[src/rtl/systolic_pkg.sv]
// Shared types and constants for the systolic operand feeder.
// Holds the FSM encoding and the step-count helper used for the counter width.
package systolic_pkg;

  localparam int DATA_WIDTH_DEFAULT = 32;

  typedef enum logic [2:0] {
    ST_IDLE  = 3'd0,
    ST_CLEAR = 3'd1,
    ST_LOAD  = 3'd2,
    ST_SHIFT = 3'd3,
    ST_DONE  = 3'd4
  } state_t;

  // One step per diagonal wavefront: K operands plus N-1 skew on each edge.
  function automatic int STEPS(input int n, input int k);
    return k + 2 * n - 2;
  endfunction

endpackage

[src/rtl/feeder_operand_buf.sv]
// A/B operand register file with a skewed, zero-padded combinational read.
// Write latency one cycle; read is combinational from step; no backpressure.
module feeder_operand_buf #(
  parameter int DATA_WIDTH = 32,
  parameter int N          = 4,
  parameter int K          = 4,
  parameter int SW         = 4
) (
  input  logic                    clk,
  input  logic                    rst,
  input  logic                    wr_en,
  input  logic                    wr_sel,
  input  logic [$clog2(N)-1:0]    wr_row,
  input  logic [$clog2(K)-1:0]    wr_idx,
  input  logic [DATA_WIDTH-1:0]   wr_data,
  input  logic [SW-1:0]           step,
  output logic [N*DATA_WIDTH-1:0] a_vals,
  output logic [N*DATA_WIDTH-1:0] b_vals
);

  localparam int KW = $clog2(K);

  // b_mem is stored column-major so both tiles index as [edge slice][k].
  logic [DATA_WIDTH-1:0] a_mem [N][K];
  logic [DATA_WIDTH-1:0] b_mem [N][K];

  logic row_ok, idx_ok;
  assign row_ok = int'(wr_row) < N;
  assign idx_ok = int'(wr_idx) < K;

  always_ff @(posedge clk) begin
    if (rst) begin
      for (int i = 0; i < N; i++) begin
        for (int k = 0; k < K; k++) begin
          a_mem[i][k] <= '0;
          b_mem[i][k] <= '0;
        end
      end
    end else if (wr_en && row_ok && idx_ok) begin
      if (!wr_sel) a_mem[wr_row][wr_idx] <= wr_data;
      else         b_mem[wr_row][wr_idx] <= wr_data;
    end
  end

  always_comb begin
    a_vals = '0;
    b_vals = '0;
    for (int i = 0; i < N; i++) begin
      if (int'(step) >= i && int'(step) - i < K) begin
        a_vals[i*DATA_WIDTH +: DATA_WIDTH] = a_mem[i][KW'(int'(step) - i)];
        b_vals[i*DATA_WIDTH +: DATA_WIDTH] = b_mem[i][KW'(int'(step) - i)];
      end
    end
  end

endmodule

[src/rtl/systolic_feeder.sv]
// Drives skewed A/B edge streams and LOAD/SHIFT pattern into the MAC array.
// Pass latency 2*STEPS+2 cycles from start to done; no backpressure, start ignored while busy.
module systolic_feeder
  import systolic_pkg::*;
#(
  parameter int DATA_WIDTH = DATA_WIDTH_DEFAULT,
  parameter int N          = 4,
  parameter int K          = 4
) (
  input  logic                    clk,
  input  logic                    rst,
  input  logic                    wr_en,
  input  logic                    wr_sel,
  input  logic [$clog2(N)-1:0]    wr_row,
  input  logic [$clog2(K)-1:0]    wr_idx,
  input  logic [DATA_WIDTH-1:0]   wr_data,
  input  logic                    start,
  output logic                    busy,
  output logic                    arr_clr,
  output logic                    load,
  output logic [N*DATA_WIDTH-1:0] a_edge,
  output logic [N*DATA_WIDTH-1:0] b_edge,
  output logic                    done
);

  localparam int STEPS_N = STEPS(N, K);
  localparam int SW      = (STEPS_N > 1) ? $clog2(STEPS_N) : 1;

  state_t          state, state_nxt;
  logic [SW-1:0]   s, s_nxt;
  logic            wr_commit;
  logic [N*DATA_WIDTH-1:0] a_vals, b_vals;

  always_comb begin
    state_nxt = state;
    s_nxt     = s;
    case (state)
      ST_IDLE:  if (start) state_nxt = ST_CLEAR;
      ST_CLEAR: begin
        state_nxt = ST_LOAD;
        s_nxt     = '0;
      end
      ST_LOAD:  state_nxt = ST_SHIFT;
      ST_SHIFT: begin
        if (s == SW'(STEPS_N - 1)) begin
          state_nxt = ST_DONE;
        end else begin
          state_nxt = ST_LOAD;
          s_nxt     = s + SW'(1);
        end
      end
      ST_DONE: begin
        state_nxt = ST_IDLE;
        s_nxt     = '0;
      end
      default: begin
        state_nxt = ST_IDLE;
        s_nxt     = '0;
      end
    endcase
  end

  // A write in the same IDLE cycle as start lands before the first LOAD reads it.
  assign wr_commit = wr_en && (state == ST_IDLE);

  feeder_operand_buf #(
    .DATA_WIDTH(DATA_WIDTH),
    .N         (N),
    .K         (K),
    .SW        (SW)
  ) u_buf (
    .clk    (clk),
    .rst    (rst),
    .wr_en  (wr_commit),
    .wr_sel (wr_sel),
    .wr_row (wr_row),
    .wr_idx (wr_idx),
    .wr_data(wr_data),
    .step   (s_nxt),
    .a_vals (a_vals),
    .b_vals (b_vals)
  );

  // Outputs are registered off the next state so they line up with the state they describe.
  always_ff @(posedge clk) begin
    if (rst) begin
      state   <= ST_IDLE;
      s       <= '0;
      busy    <= 1'b0;
      arr_clr <= 1'b0;
      load    <= 1'b0;
      done    <= 1'b0;
      a_edge  <= '0;
      b_edge  <= '0;
    end else begin
      state   <= state_nxt;
      s       <= s_nxt;
      busy    <= (state_nxt != ST_IDLE);
      arr_clr <= (state_nxt == ST_CLEAR);
      load    <= (state_nxt == ST_LOAD);
      done    <= (state_nxt == ST_DONE);
      if (state_nxt == ST_LOAD || state_nxt == ST_SHIFT) begin
        a_edge <= a_vals;
        b_edge <= b_vals;
      end else begin
        a_edge <= '0;
        b_edge <= '0;
      end
    end
  end

endmodule
[config.mk]
export PLATFORM = sky130hd
export DESIGN_NAME = systolic_feeder
export DESIGN_NICKNAME = d
export VERILOG_FILES = /design/src/rtl/systolic_pkg.sv /design/src/rtl/feeder_operand_buf.sv /design/src/rtl/systolic_feeder.sv
export SDC_FILE = /design/constraint.sdc
export NUM_CORES = 2
export LEC_CHECK = 0
export ABC_AREA = 0
export CAP_MARGIN = 20
export CELL_PAD_IN_SITES_DETAIL_PLACEMENT = 0
export CELL_PAD_IN_SITES_GLOBAL_PLACEMENT = 1
export CORE_UTILIZATION = 50
export CTS_CLUSTER_DIAMETER = 30
export DETAILED_ROUTE_END_ITERATION = 10
export PLACE_DENSITY = 0.81
export RECOVER_POWER = 100
export SKIP_CTS_REPAIR_TIMING = 1
export SLEW_MARGIN = 20
export SYNTH_ARGS = -nofsm -noshare
export SYNTH_HDL_FRONTEND = slang
export SYNTH_SLANG_ARGS = --single-unit
[constraint.sdc]
create_clock -name clk -period 4.15 [get_ports clk]
set_input_delay 0.83 -clock clk [delete_from_list [all_inputs] [get_ports clk]]
set_output_delay 0.83 -clock clk [all_outputs]
set_load 0.005 [all_outputs]
Congestion heat map:
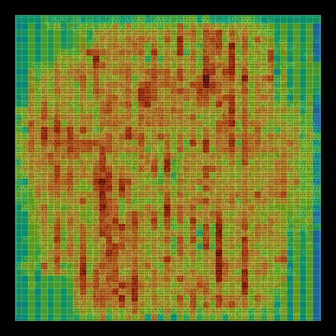
met3 capacity usage during global routing: 4.713%
final core utilization: 63.02%
grt met1 use: 35.82%
GR Layer Usage met2: 41.32%

Cells coloured by class:
Drawn at 1 px/um. Fill, decap, tap and diode cells in grey.
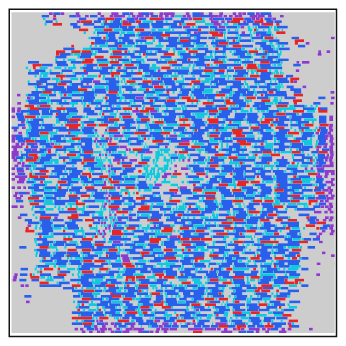
colour	class	cells	share of their area
red	clock drivers and dummy loads	454	14%
purple	other buffers and delay cells	412	6.2%
blue	flops	1291	57%
cyan	all other logic	1955	23%

M3 wires:
Drawn at 1.5 px/um.
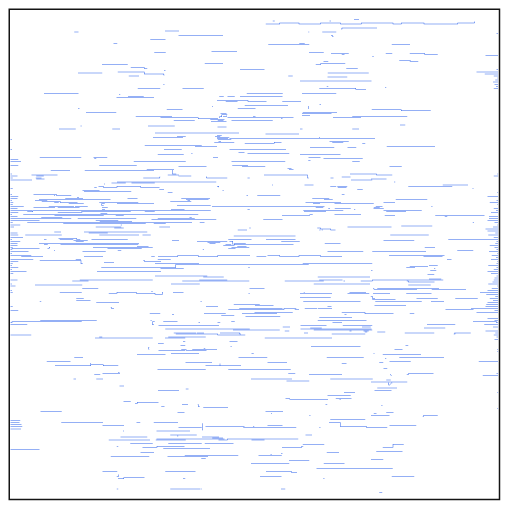
main direction	horizontal
nets with wire on the layer	400
wire length on this layer	9810 um
longest straight run	119 um
share of all routed wire	7.2%

==> summary.txt <==
cell area after layout: 0.06541 sq mm
combined flip-flop and latch cell area: 0.03609 sq mm
insertion delay of the later-clocked pin in the worst-skew pair: 0.82 ns
# fillers: 7341
area of the synthesized netlist per yosys stat: 0.05244 sq mm
TritonCTS Buffers: 237
Top Ports: 301
setup repair after global routing missed its margin: false
final-report max-slew violation count: 40
area of the multi-input gates: 0.01484 sq mm
sequential power: 14.5 mW
most popular library cell in the synthesized design by count: sky130_fd_sc_hd__and2_1
floorplan net count: 3605
cell depth of the worst setup path: 7
distinct cell type count of the synthesized netlist: 53
total die size: 0.1062 sq mm
number of antenna violations at the first check in global routing: 16
RR Startpoint: state[0]$_SDFF_PP0_
power per unit of standard cell area: 553.1 mW/mm^2
sequential share of cell area: 55.18%
Final non-clock buffer share: 6.065%
most numerous cell types in the synthesized netlist: sky130_fd_sc_hd__and2_1, sky130_fd_sc_hd__edfxtp_1, sky130_fd_sc_hd__dfxtp_1
first-pass GRT wire length: 200.6 mm
portion of the post-synthesis area used by sequential elements: 68.83%
total number of nets in the final design: 3945
largest power group: clock
CP most frequent cell: sky130_fd_sc_hd__nand2_1
Data required, critical path: 4.55 ns
Inserted Diodes: 5
Static Leak: 24.78 nW
residual DRC count: 0
combinational fraction of design power: 3.6%
last element of the critical path: u_buf.a_mem[0][44]$_SDFFCE_PN0P_
Top cell area share: 58.64%
CP Class: reg -> reg
top logic cell by instance count in the layout: sky130_fd_sc_hd__edfxtp_1
count of library flops with an enable pin: 1024
Comb group: 1.30 mW
effective utilization at floorplan: 50.52%
Final Skew: 0.06078 ns
drt pass-1 iters: 5
fraction of registers with async set or reset after synthesis: 0%
maximum net fanout on the critical path: 32
final-layout worst hold slack: 0.5801 ns
root buffer cell: sky130_fd_sc_hd__clkbuf_16
nature of the critical path startpoint: flip-flop
yosys stat cell total: 3557
half-perimeter wire length of the detailed placement result: 76.74 mm
placeable core region: 0.1038 sq mm
Finish-stage setup viols: 0
Final Worst Setup Slack: 0.2852 ns
status: finished with violations
Hold Crit Endpoint: a_edge[58]$_SDFF_PP0_
Leading cell kind: sequential cells
non-filler cells, final: 5497
instance tally after logic synthesis: 3557
area after detailed placement: 0.05697 sq mm
Vert. Die Dim: 325.8 um
power share of the sequential group: 39.9%
area grow syn2layout: 24.75%
WP data arrival: 4.27 ns
most common logic cells in the final layout: sky130_fd_sc_hd__edfxtp_1, sky130_fd_sc_hd__and2_1, sky130_fd_sc_hd__and2_0
Max-cap violations: 1
worst slack, placed: 0.2175 ns
worst vdd ir: 0.0003903 V
share of final-layout standard cells stronger than drive strength 1: 18.80%
endpoint of the most critical register-to-register path: u_buf.a_mem[0][44]$_SDFFCE_PN0P_
clock period minus final worst setup slack: 3.865 ns
CP endpoint kind: flip-flop
delay contributed by the slowest stage of the critical path: 1.01 ns
CTS H-Tree Depth: 4
combined global-route utilization of all metal layers: 25.74%
most common flop cell mapped by yosys: sky130_fd_sc_hd__edfxtp_1
crit path cell chain: inv_1, nand2_1, nor4_1, nand2_1, nor2_1, or2_2, clkbuf_2
Final Wtd Congestion: 0.8106
total length of routed wires: 136.1 mm
TritonCTS clock tree: yes
cell type with the highest aggregate area in the netlist: sky130_fd_sc_hd__edfxtp_1
number of flip-flops and latches: 1291
number of hold violations in the final report: 0
MI comb cells: 1945
number of vias per cell: 5.480
Hold Path Origin: u_buf.a_mem[1][58]$_SDFFCE_PN0P_
Post-Syn Area per Cell: 14.74 sq um
routed len/inst: 24.75 um
Flops after synth: 1291
number of port buffers: 300
post-placement cell count: 5038
slack of the worst reg-to-reg path: 0.29 ns
Core Rows: 118
final global-route overflow total: 0
cell with the largest stage delay on the worst path: sky130_fd_sc_hd__nor4_1
bufs w/o clock: 412
failing checks: max-capacitance violations, max-slew violations
via count of the routed design: 30120
pin count of the biggest net entering global routing: 154
worst slew slack as a fraction of its limit: -7.872%
power share of the clock group: 56.5%
count of cells along the worst hold path: 3
maximum achievable frequency: 0.2587 GHz
clock network power consumption: 20.4 mW
1st-iter DRT viols: 2995
Switching Power: 7.802 mW
area of the mapped netlist: 0.05244 sq mm
Worst-path clk slew: 0.05 ns
Bufs and invs on worst path: 2
Horiz. Die Dim: 325.8 um
vias in the first global route: 30810
slew at the pin with the worst max-slew slack: 1.618 ns
-- kinds of logic after synthesis --
group | after synthesis | share of synthesized area (%)
AND-OR/OR-AND | 218 | 2.770
adder cells (fa/ha/maj) | 7 | 0.1670
buffers and inverters | 321 | 2.923
flip-flops | 1291 | 68.83
multiplexers | 192 | 8.246
AND/OR/NAND/NOR | 1528 | 17.06
-- flip-flops by register name (all words and copies together) (netlist names) --
register     count
a_edge         128
arr_clr          1
b_edge         128
busy             1
done             1
load             1
s                4
state            3
u_buf.a_mem    512
u_buf.b_mem    512
-- layer usage --
metal	GRT usage, %	wire length (um)	vias to the layer above
met1	35.82	57550	15380
li1	-	-	13290
met5	0	0	-
met3	4.713	9813	210
met2	41.32	65170	1241
met4	8.073	3534	0
No activity file was given, so power comes from the tool's default toggle rates.
